<file path="src/rtl/gen_xdma_descriptor_mc_pkg.sv">
// Shared definitions for the XDMA descriptor multi-channel generator:
// request field offsets, descriptor control words and FSM state encoding.
package gen_xdma_pkg;

  localparam int TDATA_W  = 104;
  localparam int LEN_LSB  = 0;
  localparam int LEN_W    = 23;
  localparam int ADDR_LSB = 32;
  localparam int ADDR_W   = 64;
  localparam int CH_LSB   = 96;
  localparam int CH_W     = 2;
  localparam int DLEN_W   = 28;

  // EOP, completed, stop
  localparam logic [15:0] DSC_CTL_LAST = 16'b10011;
  localparam logic [15:0] DSC_CTL_MID  = 16'h0000;

  typedef enum logic {
    IDLE = 1'b0,
    LOAD = 1'b1
  } state_t;

endpackage

</file>
<file path="src/rtl/gen_xdma_descriptor_mc_chunker.sv">
// Chunk arithmetic: current chunk length, remaining bytes, next address, last flag.
// Splitting is enabled by GEN_XDMA_DSC_SPLIT_EN; otherwise every request is a single chunk.
module xdma_dsc_chunker
  import gen_xdma_pkg::*;
#(
  parameter logic [LEN_W-1:0] MAX_CHUNK = 23'h40_0000
) (
  input  logic [LEN_W-1:0]  rem,
  input  logic [ADDR_W-1:0] addr,
  output logic [LEN_W-1:0]  chunk_len,
  output logic [LEN_W-1:0]  next_rem,
  output logic [ADDR_W-1:0] next_addr,
  output logic              last
);

`ifdef GEN_XDMA_DSC_SPLIT_EN
  assign last      = (rem <= MAX_CHUNK);
  assign chunk_len = last ? rem : MAX_CHUNK;
  assign next_rem  = rem - chunk_len;
  assign next_addr = addr + {{(ADDR_W-LEN_W){1'b0}}, MAX_CHUNK};
`else
  logic unused_max;
  assign unused_max = ^MAX_CHUNK;
  assign last      = 1'b1;
  assign chunk_len = rem;
  assign next_rem  = '0;
  assign next_addr = addr;
`endif

endmodule

</file>
<file path="src/rtl/gen_xdma_descriptor_mc.sv">
// Multi-channel XDMA C2H descriptor-bypass generator: one request in, one or more
// descriptors out on the selected channel. Define GEN_XDMA_DSC_SPLIT_EN to split at MAX_CHUNK.
//
// state | meaning
// IDLE  | accepting requests; bad requests counted and dropped here
// LOAD  | dsc_load[ch] held with stable fields until dsc_ready[ch]
module gen_xdma_descriptor_mc
  import gen_xdma_pkg::*;
#(
  parameter int               NCH       = 2,
  parameter logic [LEN_W-1:0] MAX_CHUNK = 23'h40_0000
) (
  input  logic                 clk,
  input  logic                 resetn,
  input  logic [TDATA_W-1:0]   S_AXIS_tdata,
  input  logic                 S_AXIS_tvalid,
  output logic                 S_AXIS_tready,
  input  logic [NCH-1:0]       dsc_ready,
  output logic [NCH-1:0]       dsc_load,
  output logic [15:0]          dsc_ctl,
  output logic [63:0]          dsc_src_addr,
  output logic [63:0]          dsc_dst_addr,
  output logic [DLEN_W-1:0]    dsc_len,
  output logic [32*NCH-1:0]    counter,
  output logic [15:0]          err_count
);

  state_t            state;
  logic [CH_W-1:0]   ch_q;
  logic [LEN_W-1:0]  rem_q;
  logic [31:0]       cnt_q [NCH];

  logic [LEN_W-1:0]  req_len;
  logic [ADDR_W-1:0] req_addr;
  logic [CH_W-1:0]   req_ch;
  logic              req_bad;
  logic [NCH-1:0]    sel_oh;
  logic              sel_ready;
  logic              last_q;

  logic [LEN_W-1:0]  ck_rem;
  logic [LEN_W-1:0]  ck_len;
  logic [LEN_W-1:0]  ck_next_rem;
  logic [ADDR_W-1:0] ck_next_addr;
  logic              ck_last;

  logic unused_tdata;
  assign unused_tdata = ^{S_AXIS_tdata[ADDR_LSB-1:LEN_W], S_AXIS_tdata[TDATA_W-1:CH_LSB+CH_W]};

  assign req_len  = S_AXIS_tdata[LEN_LSB +: LEN_W];
  assign req_addr = S_AXIS_tdata[ADDR_LSB +: ADDR_W];
  assign req_ch   = S_AXIS_tdata[CH_LSB +: CH_W];
  assign req_bad  = (req_len == '0) || (int'(req_ch) >= NCH);

  always_comb begin
    sel_oh = '0;
    for (int i = 0; i < NCH; i++) sel_oh[i] = (ch_q == CH_W'(i));
  end

  // Handshake outputs drop in the same cycle resetn goes low.
  assign S_AXIS_tready = resetn && (state == IDLE);
  assign dsc_load      = (resetn && (state == LOAD)) ? sel_oh : '0;
  assign sel_ready     = |(dsc_ready & sel_oh);
  assign last_q        = (dsc_ctl == DSC_CTL_LAST);
  assign dsc_src_addr  = '0;

  // First chunk is computed from the incoming request, later ones from the residue.
  assign ck_rem = (state == IDLE) ? req_len : rem_q;

  xdma_dsc_chunker #(.MAX_CHUNK(MAX_CHUNK)) u_chunker (
    .rem       (ck_rem),
    .addr      (dsc_dst_addr),
    .chunk_len (ck_len),
    .next_rem  (ck_next_rem),
    .next_addr (ck_next_addr),
    .last      (ck_last)
  );

  always_ff @(posedge clk) begin
    if (!resetn) begin
      state        <= IDLE;
      ch_q         <= '0;
      rem_q        <= '0;
      dsc_ctl      <= '0;
      dsc_dst_addr <= '0;
      dsc_len      <= '0;
      err_count    <= '0;
      for (int i = 0; i < NCH; i++) cnt_q[i] <= '0;
    end else begin
      case (state)
        IDLE: begin
          if (S_AXIS_tvalid) begin
            if (req_bad) begin
              if (err_count != 16'hFFFF) err_count <= err_count + 16'd1;
            end else begin
              ch_q         <= req_ch;
              dsc_dst_addr <= req_addr;
              dsc_len      <= {{(DLEN_W-LEN_W){1'b0}}, ck_len};
              rem_q        <= ck_next_rem;
              dsc_ctl      <= ck_last ? DSC_CTL_LAST : DSC_CTL_MID;
              state        <= LOAD;
            end
          end
        end
        LOAD: begin
          if (sel_ready) begin
            if (last_q) begin
              state <= IDLE;
              for (int i = 0; i < NCH; i++)
                if (sel_oh[i]) cnt_q[i] <= cnt_q[i] + 32'd1;
            end else begin
              dsc_dst_addr <= ck_next_addr;
              dsc_len      <= {{(DLEN_W-LEN_W){1'b0}}, ck_len};
              rem_q        <= ck_next_rem;
              dsc_ctl      <= ck_last ? DSC_CTL_LAST : DSC_CTL_MID;
            end
          end
        end
        default: state <= IDLE;
      endcase
    end
  end

  for (genvar k = 0; k < NCH; k++) begin : g_cnt
    assign counter[32*k +: 32] = cnt_q[k];
  end

endmodule

</file>
<file path="config.mk">
export PLATFORM = sky130hd
export DESIGN_NAME = gen_xdma_descriptor_mc
export DESIGN_NICKNAME = d
export VERILOG_FILES = /design/src/rtl/gen_xdma_descriptor_mc_pkg.sv /design/src/rtl/gen_xdma_descriptor_mc_chunker.sv /design/src/rtl/gen_xdma_descriptor_mc.sv
export SDC_FILE = /design/constraint.sdc
export NUM_CORES = 1
export LEC_CHECK = 0
export CORE_ASPECT_RATIO = 0.8
export CORE_MARGIN = 2
export CORE_UTILIZATION = 25
export CTS_CLUSTER_DIAMETER = 40
export DETAILED_ROUTE_END_ITERATION = 7
export PLACE_DENSITY = 0.49
export SYNTH_ARGS = -nofsm -noshare
export SYNTH_HDL_FRONTEND = slang
export SYNTH_SLANG_ARGS = --single-unit
</file>
<file path="constraint.sdc">
create_clock -name clk -period 9.8 [get_ports clk]
set_input_delay 1.47 -clock clk [delete_from_list [all_inputs] [get_ports clk]]
set_output_delay 1.47 -clock clk [all_outputs]
set_load 0.005 [all_outputs]
</file>
**Floorplan with the power grid**

Drawn at 2 px/um. Pins as bars on the die edge.
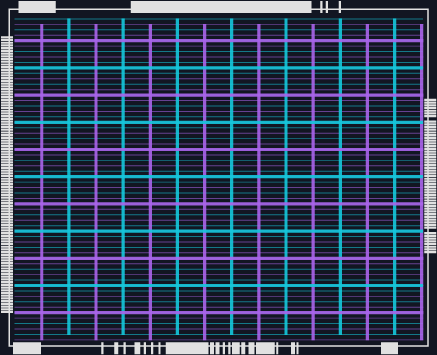
| color | net |
|---|---|
| cyan | VDD |
| purple | VSS |
rows: 59
met1 rails: 60
signal pins: 364
met4 straps: 15
met5 straps: 11

**Routed metal, one color a layer**

Drawn at 2 px/um.
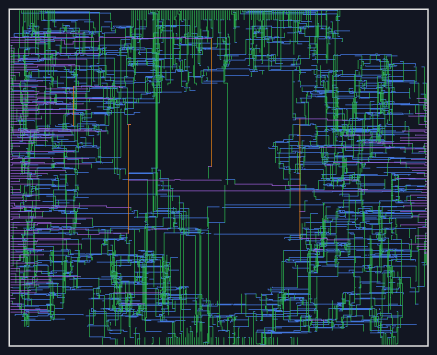
| color | layer | wire length |
|---|---|---|
| purple | M3 | 2650 um |
| orange | M4 | 199 um |
| blue | M1 | 10900 um |
| green | M2 | 10400 um |

**Clock distribution**

Drawn at 1.5 px/um.
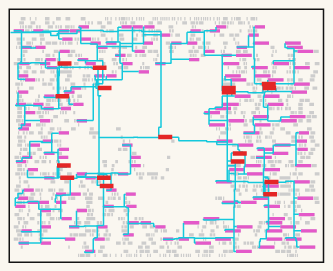
[cyan] clock wires | length: 2660 um
[magenta] flip-flops | count: 171
[red] clock-net drivers | count: 17
routed clock nets: 18
flops lie: all over the die

==> results.json <==
{
  "pg_comb_w": 0.000188,
  "postSynthAreaPerCell_sq_um": 9.04,
  "setup_violations": 0,
  "post_route_cells_drive_above_1_share": 0.0554,
  "power.sequential.fraction": 0.475,
  "slew_violations": 0,
  "ys_ff": 171,
  "cp_top_family": "buffers and inverters",
  "post-place-cells": 1569,
  "clockPowerShare": 0.412,
  "most_common_library_cell_in_the_layout_ignoring_fill_and_taps": "sky130_fd_sc_hd__clkdlybuf4s50_1",
  "critPathArrivalTime_ns": 3.10,
  "pwr.group.clock_w": 0.000687,
  "postCtsHoldBufs": 0,
  "initialDrtViolationCount": 401,
  "hp-class": "reg -> reg",
  "crit_path_start": "resetn",
  "dp_slack_ns": 4.79,
  "setup_repair_after_global_routing_missed_its_margin": "no",
  "max_stage_delay_ns": 0.57,
  "ff2ff_setup_slack_ns": 6.59,
  "rows": 59,
  "grt_util_all_layers": 0.136,
  "largest_area_cell": "sky130_fd_sc_hd__dfxtp_1",
  "status": "completed",
  "synthDominantCellAreaShare": 0.256,
  "final_util": 0.356,
  "grt_remaining_overflow": 0,
  "fin_crit_sh": 0.466,
  "clock_tree.buffer_depth": 2,
  "final.setup.worst_slack_ns": 5.23,
  "ios": 364,
  "net_switching_power_w": 0.000417,
  "first_global_vias": 6488,
  "synth_area_sq_mm": 0.00837,
  "clk_pin_slew_worst_paths_ns": 0.07,
  "globalplace.congestion": 0.733,
  "yosys_warnings": 0
}
**Logic cells by family**

Drawn at 1.5 px/um.
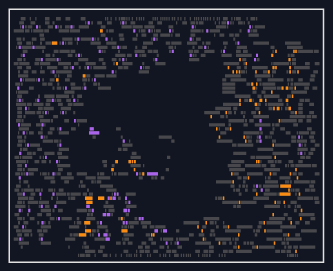
| color | family | cells | most used |
|---|---|---|---|
| orange | nor cells | 107 | nor2_1 |
| purple | aoi and oai cells | 121 | o21ai_0 |

**Clock routing**

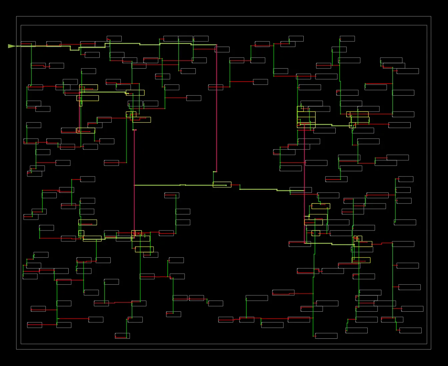
Clk Latency, worst-skew pair: 0.43 ns
Layout clock buffers: 20

## layout make-up
cell class | instances | area share
Antenna cell | 2 | 0.000429
Clock buffer | 20 | 0.0411
Clock inverter | 12 | 0.00933
Inverter | 12 | 0.00386
Multi-Input combinational cell | 684 | 0.318
Sequential cell | 171 | 0.348
Tap cell | 427 | 0.0458
Timing Repair Buffer | 275 | 0.234
## worst register-to-register path, delay by kind of cell, from the launching register on
family | cells | cell delay (ns)
compound gates | 2 | 0.98
flops | 1 | 0.35
buf+inv | 2 | 1.47
simple gates | 1 | 0.27
## layer usage
layer | part of all wire | track usage | vias up
li1 | - | - | 3522
met1 | 0.45 | 0.182 | 3279
met2 | 0.43 | 0.193 | 212
met3 | 0.11 | 0.0651 | 11
met4 | 0.0082 | 0.0379 | 0
met5 | 0 | 0 | -
